## src/rtl/full_adder_pkg.sv

```systemverilog
// Shared constants and the 1-bit full-adder equation used by every adder cell.
package full_adder_pkg;

    localparam int DEF_WIDTH = 1;
    localparam int DEF_CNT_W = 8;

    // Returns {carry_out, sum} for one bit position.
    function automatic logic [1:0] fa_bit(input logic a, input logic b, input logic cin);
        return {(a & b) | (a & cin) | (b & cin), a ^ b ^ cin};
    endfunction

endpackage

```

## src/rtl/full_adder_bit.sv

```systemverilog
// One ripple-carry cell; the top chains WIDTH of these through the carry.
module full_adder_bit
    import full_adder_pkg::*;
(
    input  logic i_a,
    input  logic i_b,
    input  logic i_cin,
    output logic o_sum,
    output logic o_cout
);

    assign {o_cout, o_sum} = fa_bit(i_a, i_b, i_cin);

endmodule

```

## src/rtl/full_adder_unit.sv

```systemverilog
// Ripple-carry adder with a registered copy, an all-ones event flag and a
// saturating all-ones event counter.
module full_adder_unit
    import full_adder_pkg::*;
#(
    parameter int WIDTH = DEF_WIDTH,
    parameter int CNT_W = DEF_CNT_W
) (
    input  logic             clk,
    input  logic             rst,
    input  logic             in_valid,
    input  logic [WIDTH-1:0] a,
    input  logic [WIDTH-1:0] b,
    input  logic             cin,
    output logic [WIDTH-1:0] sum,
    output logic             cout,
    output logic [WIDTH-1:0] sum_q,
    output logic             cout_q,
    output logic             out_valid,
    output logic             all_ones,
    output logic [CNT_W-1:0] all_ones_cnt
);

    logic [WIDTH:0]   w_carry;
    logic             w_hit;

    logic [WIDTH-1:0] r_sum_q;
    logic             r_cout_q;
    logic             r_out_valid;
    logic             r_all_ones;
    logic [CNT_W-1:0] r_cnt;

    assign w_carry[0] = cin;

    for (genvar gi = 0; gi < WIDTH; gi++) begin : g_bit
        full_adder_bit u_bit (
            .i_a    (a[gi]),
            .i_b    (b[gi]),
            .i_cin  (w_carry[gi]),
            .o_sum  (sum[gi]),
            .o_cout (w_carry[gi+1])
        );
    end

    assign cout  = w_carry[WIDTH];
    assign w_hit = in_valid & (&a) & (&b) & cin;

    always_ff @(posedge clk or posedge rst) begin
        if (rst) begin
            r_sum_q     <= '0;
            r_cout_q    <= 1'b0;
            r_out_valid <= 1'b0;
            r_all_ones  <= 1'b0;
            r_cnt       <= '0;
        end else begin
            r_out_valid <= in_valid;
            r_all_ones  <= w_hit;
            if (in_valid) begin
                r_sum_q  <= sum;
                r_cout_q <= cout;
            end
            // Counter sticks at all-ones rather than wrapping.
            if (w_hit && (r_cnt != '1))
                r_cnt <= r_cnt + CNT_W'(1);
        end
    end

    assign sum_q        = r_sum_q;
    assign cout_q       = r_cout_q;
    assign out_valid    = r_out_valid;
    assign all_ones     = r_all_ones;
    assign all_ones_cnt = r_cnt;

endmodule

```

## config.mk

```make
export PLATFORM = sky130hd
export DESIGN_NAME = full_adder_unit
export DESIGN_NICKNAME = d
export VERILOG_FILES = /design/src/rtl/full_adder_pkg.sv /design/src/rtl/full_adder_bit.sv /design/src/rtl/full_adder_unit.sv
export SDC_FILE = /design/constraint.sdc
export NUM_CORES = 1
export LEC_CHECK = 0
export ABC_CLOCK_PERIOD_IN_PS = 2500
export CAP_MARGIN = 20
export CORE_AREA = 2 2 39 41
export CTS_BUF_LIST = sky130_fd_sc_hd__clkbuf_4 sky130_fd_sc_hd__clkbuf_8
export DETAILED_ROUTE_END_ITERATION = 7
export DIE_AREA = 0 0 41 43
export GPL_TIMING_DRIVEN = 0
export PLACE_DENSITY_LB_ADDON = 0.3
export REMOVE_ABC_BUFFERS = 1
export SLEW_MARGIN = 30
export SYNTH_ARGS = -nofsm -noshare
export SYNTH_HDL_FRONTEND = slang
export SYNTH_SLANG_ARGS = --single-unit
```

## constraint.sdc

```tcl
create_clock -name clk -period 2.5 [get_ports clk]
set_input_delay 0.5 -clock clk [delete_from_list [all_inputs] [get_ports clk]]
set_output_delay 0.5 -clock clk [all_outputs]
set_load 0.02 [all_outputs]
```

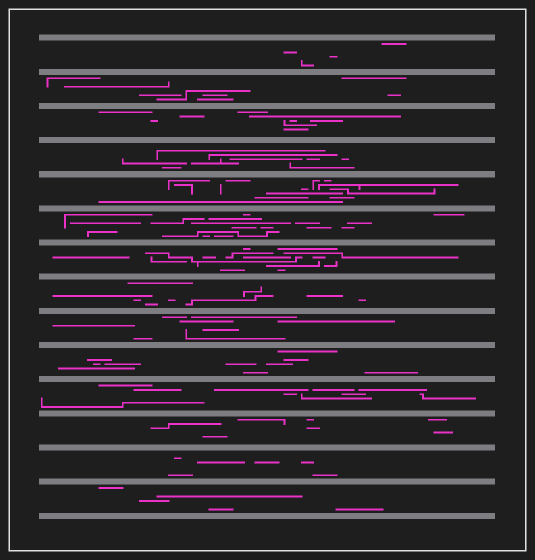
Run 1: met1 routing
Supply wires on this layer in gray.
wire length on this layer: 491 um
longest straight run: 19.3 um
share of all routed wire: 45%
nets with wire on the layer: 62
M1 GR Usage: 0.227
via count: 434
Routed WL: 1080 um

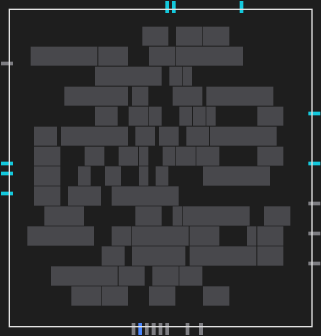
Run 1: pin placement
Pins as bars across the die edge, other pins in gray.
legend:
  `cout_q`:
    color: blue
    pins: 1
    direction: output
    edge: bottom
  `all_ones_cnt`:
    color: cyan
    pins: 8
    direction: output
    edge: 3 left, 3 top, 2 right
all pins by edge: 8 bottom, 5 right, 4 left, 3 top
height of the die: 43 um
count of input and output buffers: 19
Die X: 41 um

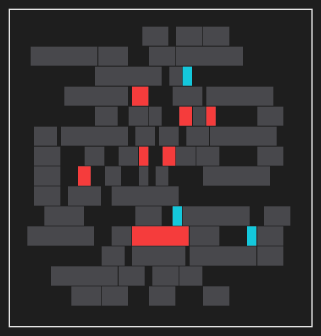
Run 1: selected gate families
legend:
  inv cells:
    color: cyan
    cells: 3
    most_used: inv_1
  nand cells:
    color: red
    cells: 7
    most_used: nand3_1
    where: middle
most frequent logic cell in the layout: clkdlybuf4s50_1
fin cells: 83
combinational share of cell area: 0.334

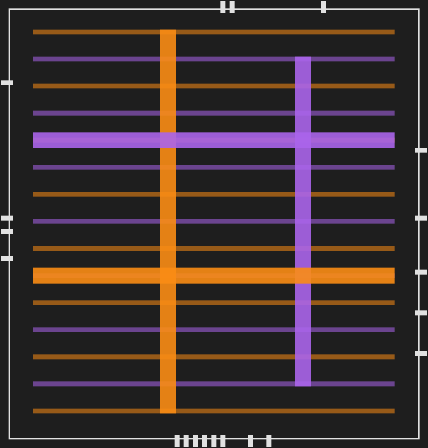
Run 1: PDN straps and rails
Pins as bars on the die edge.
legend:
  VDD:
    color: purple
  VSS:
    color: orange
met5 straps: 2
rows: 14
met4 straps: 2
met1 rails: 15

==> GITHUB_STEP_SUMMARY, run 1 <==
### Flow metrics

| Metric | Value |
|---|---|
| Buffering overhead | 0.231 |
| DRC viols | 0 |
| Multi-In Gates | 30 |
| Clock transition at path regs | 0.07 ns |
| Top cells excl fill/tap | 17 x clkdlybuf4s50_1, 12 x dfrtp_1 |
| Slew Viols, Final | 0 |
| Pint | 0.397 mW |
| Flop area | 300 um^2 |
| CTS Buffer Depth | 2 |
| CTS Hold Bufs | 0 |
| Status | finished clean |
| Num Clock Sinks | 12 |
| Distinct cells, synth | 21 |
| Clock network power share | 0.195 |
| Net Sw Frac | 0.346 |
| Flop count | 12 |
| Seq group | 0.273 mW |
| Clk root buf | clkbuf_4 |
| Pwr dens | 746 nW/um^2 |
| Post-Route Setup TNS | 0 ns |
| Peak supply drop | 451 uV |
| Worst setup EP type | output port |
| CTS buffer count | 3 |
| Mapped Area | 583 um^2 |
| RSZ-0062 raised after global routing | no |
| Hold Crit Class | flip-flop to flip-flop |
| Clk_buf instances | 3 |
| Crit path max-delay family | buffers and inverters |
| N_diodes | 0 |
| Slew @ Worst Pin | 0.457 ns |
| Vias in the first global route | 433 |
| Largest register FFs | 8 |
| Fin crit period | 2.39 ns |
| Layout Nets | 77 |
| Post_cts resized | 2 |
| Setup Crit Path Kind | input pin to output port |
| First-pass GRT wire length | 1820 um |
| Final Hold Vio Count | 0 |
| Setup Fix Bufs, Post-CTS | 0 |
| Comb. pwr | 0.215 mW |
| Area Overhead vs Synth | 39.5% |
| H-tree Lvls | 1 |
| Buffers excl. clock | 19 |
| Sequential share of cell area | 0.369 |
| Crit-path cells | clkdlybuf4s50_1, fa_1, dlygate4sd2_1 |
| GRT Total Usage | 0.154 |
| Hold_ws | 0.507 ns |
| Final GP Congestion | 0.756 |
| Via-per-instance ratio | 5.23 |
| Gate Area | 272 um^2 |
| Nature of the critical path startpoint | input pin |
| Placeable Area | 1380 um^2 |
| Sequential power share | 0.450 |
| Synth Seq Share | 0.515 |
| Tool Warnings | 25 |
| Avg Cell Area, Syn | 13.0 um^2 |
| Final period utilization | 0.956 |
| Drt wl/cell | 13.0 um |
| Worst path max stage delay | 0.57 ns |
| Initial antenna violation count | 0 |
| Fp util | 0.421 |
| # rows | 14 |
| Filler cell count | 135 |
| MaxCap Viol Count | 0 |
| Detailed placer's ending HPWL | 774 um |
| Static leakage | 0.356 nW |
| Post-synthesis register bit count | 12 |
| Slew HR | 0.695 |
| Largest class | sequential cells |
| CTS tree | done |
| CP Data Arrival Time | 1.89 ns |
| Highest clock rate | 418 MHz |
| Yosys warning total | 0 |
| Post-Place Worst Slack | -0.171 ns |
| Inverters | 3 |
| Mapped Cells | 45 |
| Final design utilization | 0.588 |
| Fraction of layout cells with a size suffix above 1 | 0.149 |
| CP max stage cell | fa_1 |
| Setup ws final | 0.110 ns |
| Final Setup Violations | 0 |
| Chip area | 1760 um^2 |
## run 1: final timing paths
check | depth (start not counted) | start | slack, ns | end
setup / recovery | 3 | a | 0.11 | sum
hold / removal | 1 | cout_q | 0.51 | cout_q
setup reg to reg | 4 | all_ones_cnt[0] | 0.90 | all_ones_cnt[1]
hold reg to reg | 1 | cout_q | 0.51 | cout_q
max in group asynchronous | 2 | rst | 1.65 | all_ones_cnt[1]
min in group asynchronous | 2 | rst | 0.53 | all_ones_cnt[0]
## run 1: logic make-up (layout without fill, tap and decap cells)
kind of cell,after synthesis,in the layout,synth area share
compound gates,6,6,0.0687
xor+xnor,4,4,0.0601
fa+ha+maj,2,2,0.0558
buf+inv,3,25,0.0193
flops,12,12,0.515
mux,5,5,0.101
simple gates,13,13,0.180
## run 1: cell usage after synthesis
master    count  share of area
nor3_1        2          0.017
inv_1         3          0.019
xor2_1        3          0.045
fa_1          1          0.034
nand2b_1      1          0.011
nor4b_4       1          0.041
a21oi_1       2          0.017
mux2_4        1          0.026
mux2i_1       1          0.017
mux2_2        3          0.058
nand2_1       2          0.013
and3_1        1          0.011
a211oi_1      3          0.039
nand3_1       3          0.026
and4_4        1          0.019
a21o_1        1          0.013
nor2_1        1         0.0064
ha_1          1          0.021
nand4_4       1          0.036
dfrtp_1      12           0.52
xnor2_1       1          0.015
## run 1: layer usage
layer | share of wire | global-route usage
met5 | 0 | 0
met1 | 0.45 | 0.227
met2 | 0.46 | 0.197
met4 | 0.027 | 0.100
met3 | 0.057 | 0.0314
## run 1: per-stage QoR
step                instance area, um^2  total power, mW  cells
floorplan                           583            0.389     45
global placement                    793            0.494     80
detailed placement                  793            0.496     80
CTS                                 813            0.610     83
global route                        813            0.643     83
finish                              813            0.607     83
==> run 1 -> run 2 <==
--- a/config.mk
+++ b/config.mk
@@ -14,6 +14,7 @@
 export GPL_TIMING_DRIVEN = 0
 export PLACE_DENSITY_LB_ADDON = 0.3
 export REMOVE_ABC_BUFFERS = 1
+export SKIP_LAST_GASP = 1
 export SLEW_MARGIN = 30
 export SYNTH_ARGS = -nofsm -noshare
 export SYNTH_HDL_FRONTEND = slang
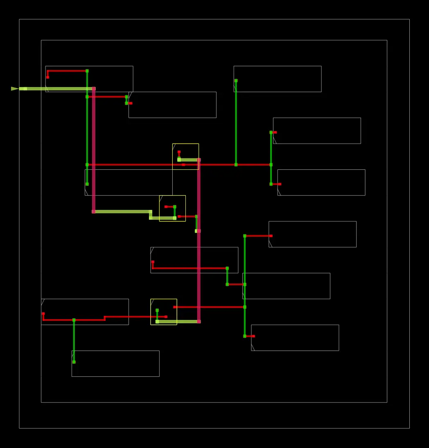
Run 2: clock wiring as the flow saved it
clk_buf instances: 3
CTS buffer count: 3
Num Clock Sinks: 12
clk_lat worst skew: 0.27 ns
worst clock skew: 0.00448 ns

==> run 2 against run 1 <==
  * Largest power group unchanged
  * Cell area stayed put
  * Critical path type unchanged
  * Register-to-register slack about the same
  * Worst setup slack unchanged
  * Non-clock buffer count stayed put
  * Combinational power barely moved
  * Routed wire length stayed put
  * Area after synthesis unchanged
  * Clock skew is the same
  * Worst hold slack stayed put
  * Critical path depth unchanged
  * Highest routed layer unchanged
  * Cell count is the same
==> GITHUB_STEP_SUMMARY, run 2 <==
### Flow metrics

| Metric | Value |
|---|---|
| Fin crit period | 2.39 ns (unchanged) |
| CTS tree | done |
| # rows | 14 (unchanged) |
| R2R Setup Slk | 0.90 ns (about the same) |
| Layout Nets | 77 (unchanged) |
| Worst path max stage delay | 0.57 ns (about the same) |
| Fp util | 0.421 (unchanged) |
| Commonest flop | dfrtp_1 |
| Final Hold Vio Count | 0 (unchanged) |
| HP Start | cout_q |
| Top sig layer | met4 |
| Slew Viols, Final | 0 (unchanged) |
| Largest net degree at the start of global routing | 13 |
| Met2 Use GR | 0.197 (unchanged) |
| Yosys warning total | 0 (unchanged) |
| EDFF count, synth | 0 (unchanged) |
| CP max stage cell | fa_1 |
| Final GP Congestion | 0.756 (unchanged) |
| Height of the die | 43 um (unchanged) |
| Drt wl/cell | 13.0 um (unchanged) |
| Hold Crit Class | flip-flop to flip-flop |
| Reg-to-reg startpoint | all_ones_cnt[0] |
| Count of input and output buffers | 19 (unchanged) |
| Final Setup Violations | 0 (unchanged) |
| Status | finished clean |
| Dominant cell area share | 0.515 (unchanged) |
| Detailed Routing Iterations Pass 1 | 4 |
| First-pass GRT wire length | 1820 um (unchanged) |
| Finished Cell Area | 813 um^2 (unchanged) |
| Placeable Area | 1380 um^2 (unchanged) |
| M1 GR Usage | 0.227 (unchanged) |
| Crit-path cells | clkdlybuf4s50_1, fa_1, dlygate4sd2_1 |
| Hold Path Stages | 1 (unchanged) |
| M3 GR Usage | 0.0314 (unchanged) |
| Placed inst area | 793 um^2 (unchanged) |
| Hold_ws | 0.507 ns (unchanged) |
| Routed WL | 1080 um (unchanged) |
| Avg Cell Area, Syn | 13.0 um^2 (unchanged) |
| Top cells excl fill/tap | 17 x clkdlybuf4s50_1, 12 x dfrtp_1 |
| CTS Buffer Depth | 2 (unchanged) |
| Slew HR | 0.695 (unchanged) |
| Slew @ Worst Pin | 0.457 ns (unchanged) |
| Final period utilization | 0.956 (unchanged) |
| Ys async rst share | 1.00 (unchanged) |
| Via count | 434 (unchanged) |
| CP startpoint | a |
| Largest register FFs | 8 (unchanged) |
| H-tree Lvls | 1 (unchanged) |
| CTS Hold Bufs | 0 (unchanged) |
| Met2 wire length | 496 um (unchanged) |
| Area Overhead vs Synth | 39.5% (unchanged) |
| Initial antenna violation count | 0 (unchanged) |
| Via-per-instance ratio | 5.23 (unchanged) |
| Worst setup EP type | output port |
| DRC viols | 0 (unchanged) |
| FF-to-FF End | all_ones_cnt[1] |
| GRT Total Usage | 0.154 (unchanged) |
| RSZ-0062 raised after global routing | no |
| Clock transition at path regs | 0.07 ns (about the same) |
| Tool Warnings | 25 (unchanged) |
| Final design utilization | 0.588 (unchanged) |
| CP Data Arrival Time | 1.89 ns (about the same) |
| Fraction of layout cells with a size suffix above 1 | 0.149 (unchanged) |
| Met1 wire length | 490 um (unchanged) |
| Die X | 41 um (unchanged) |
| Yosys top cell by instances | dfrtp_1 |
| Nature of the critical path startpoint | input pin |
| Setup Crit Path Kind | input pin to output port |
| Met3 WL | 62 um (unchanged) |
| Most frequent logic cell in the layout | clkdlybuf4s50_1 |
| Chip area | 1760 um^2 (unchanged) |
| Worst R2R Path Depth | 4 (unchanged) |
| Clk root buf | clkbuf_4 |
| Pwr dens | 746 nW/um^2 (unchanged) |
| Vias in the first global route | 433 (unchanged) |
| Synth Seq Share | 0.515 (unchanged) |
| Cell taking the most area after synthesis | dfrtp_1 |
| Setup Fix Bufs, Post-CTS | 0 (unchanged) |
| Post-Route Setup TNS | 0 ns (unchanged) |
| Post-synthesis register bit count | 12 (unchanged) |
| Peak supply drop | 451 uV (unchanged) |
| MaxCap Viol Count | 0 (unchanged) |
| Detailed placer's ending HPWL | 774 um (unchanged) |
| Distinct cells, synth | 21 (unchanged) |
| Highest clock rate | 418 MHz (unchanged) |
| Top cells, area | dfrtp_1 52%, mux2_2 5.8%, xor2_1 4.5% |
==> run 2: cell counts in the layout (fill, tap and decap cells not counted) <==
Identical to the previous run, type by type.
==> run 2: cell type report <==
type | count | area (um^2)
clock buffers | 3 | 22.5
fillers | 135 | 571
inverters | 3 | 11.3
multi-input cells | 30 | 272
flip-flops and latches | 12 | 300
well taps | 16 | 20.0
repair buffers | 19 | 188
==> run 2: worst max-delay path by stage <==
stage | endpoint | slack (ns) | cells past startpoint
finish | sum | 0.11 | 3
global route | sum | 0.06 | 3
CTS | sum | 0.10 | 3
detailed placement | sum | -0.17 | 3
global placement | sum | -0.17 | 3
floorplan | sum | 0.85 | 1
==> run 2: timing repair <==
action                                 4_1_cts  5_1_grt
resized                                      2        0
setup endpoints to repair                    2        0
endpoints found under the hold margin        0        0
==> run 2: where the power goes <==
group	internal (mW)	switching, mW	total (mW)
registers	0.230	0.0433	0.273
clock network	0.0558	0.0627	0.118
logic	0.111	0.104	0.215
total	0.397	0.210	0.607
==> run 2: kinds of logic (layout without fill, tap and decap cells) <==
family / after synthesis / count (layout) / share of synthesized area
buffers and inverters: 3 / 25 / 0.0193
DFF: 12 / 12 / 0.515
xor gates and xnor gates: 4 / 4 / 0.0601
adders and majority gates: 2 / 2 / 0.0558
muxes: 5 / 5 / 0.101
AOI/OAI and AO/OA: 6 / 6 / 0.0687
and+or+nand+nor: 13 / 13 / 0.180
==> run 2: through the flow <==
stage	total power, mW	instances	worst slack, ns
6_report	0.607	83	0.110
5_1_grt	0.643	83	0.0570
4_1_cts	0.610	83	0.100
3_5_place_dp	0.496	80	-0.171
3_3_place_gp	0.494	80	-0.169
2_1_floorplan	0.389	45	0.847
==> run 2: critical path: cells and delay by family <==
family / cells / cell delay, ns
buffers and inverters: 2 / 0.81
adders and majority gates: 1 / 0.57
Power and IR drop assume default switching activity.
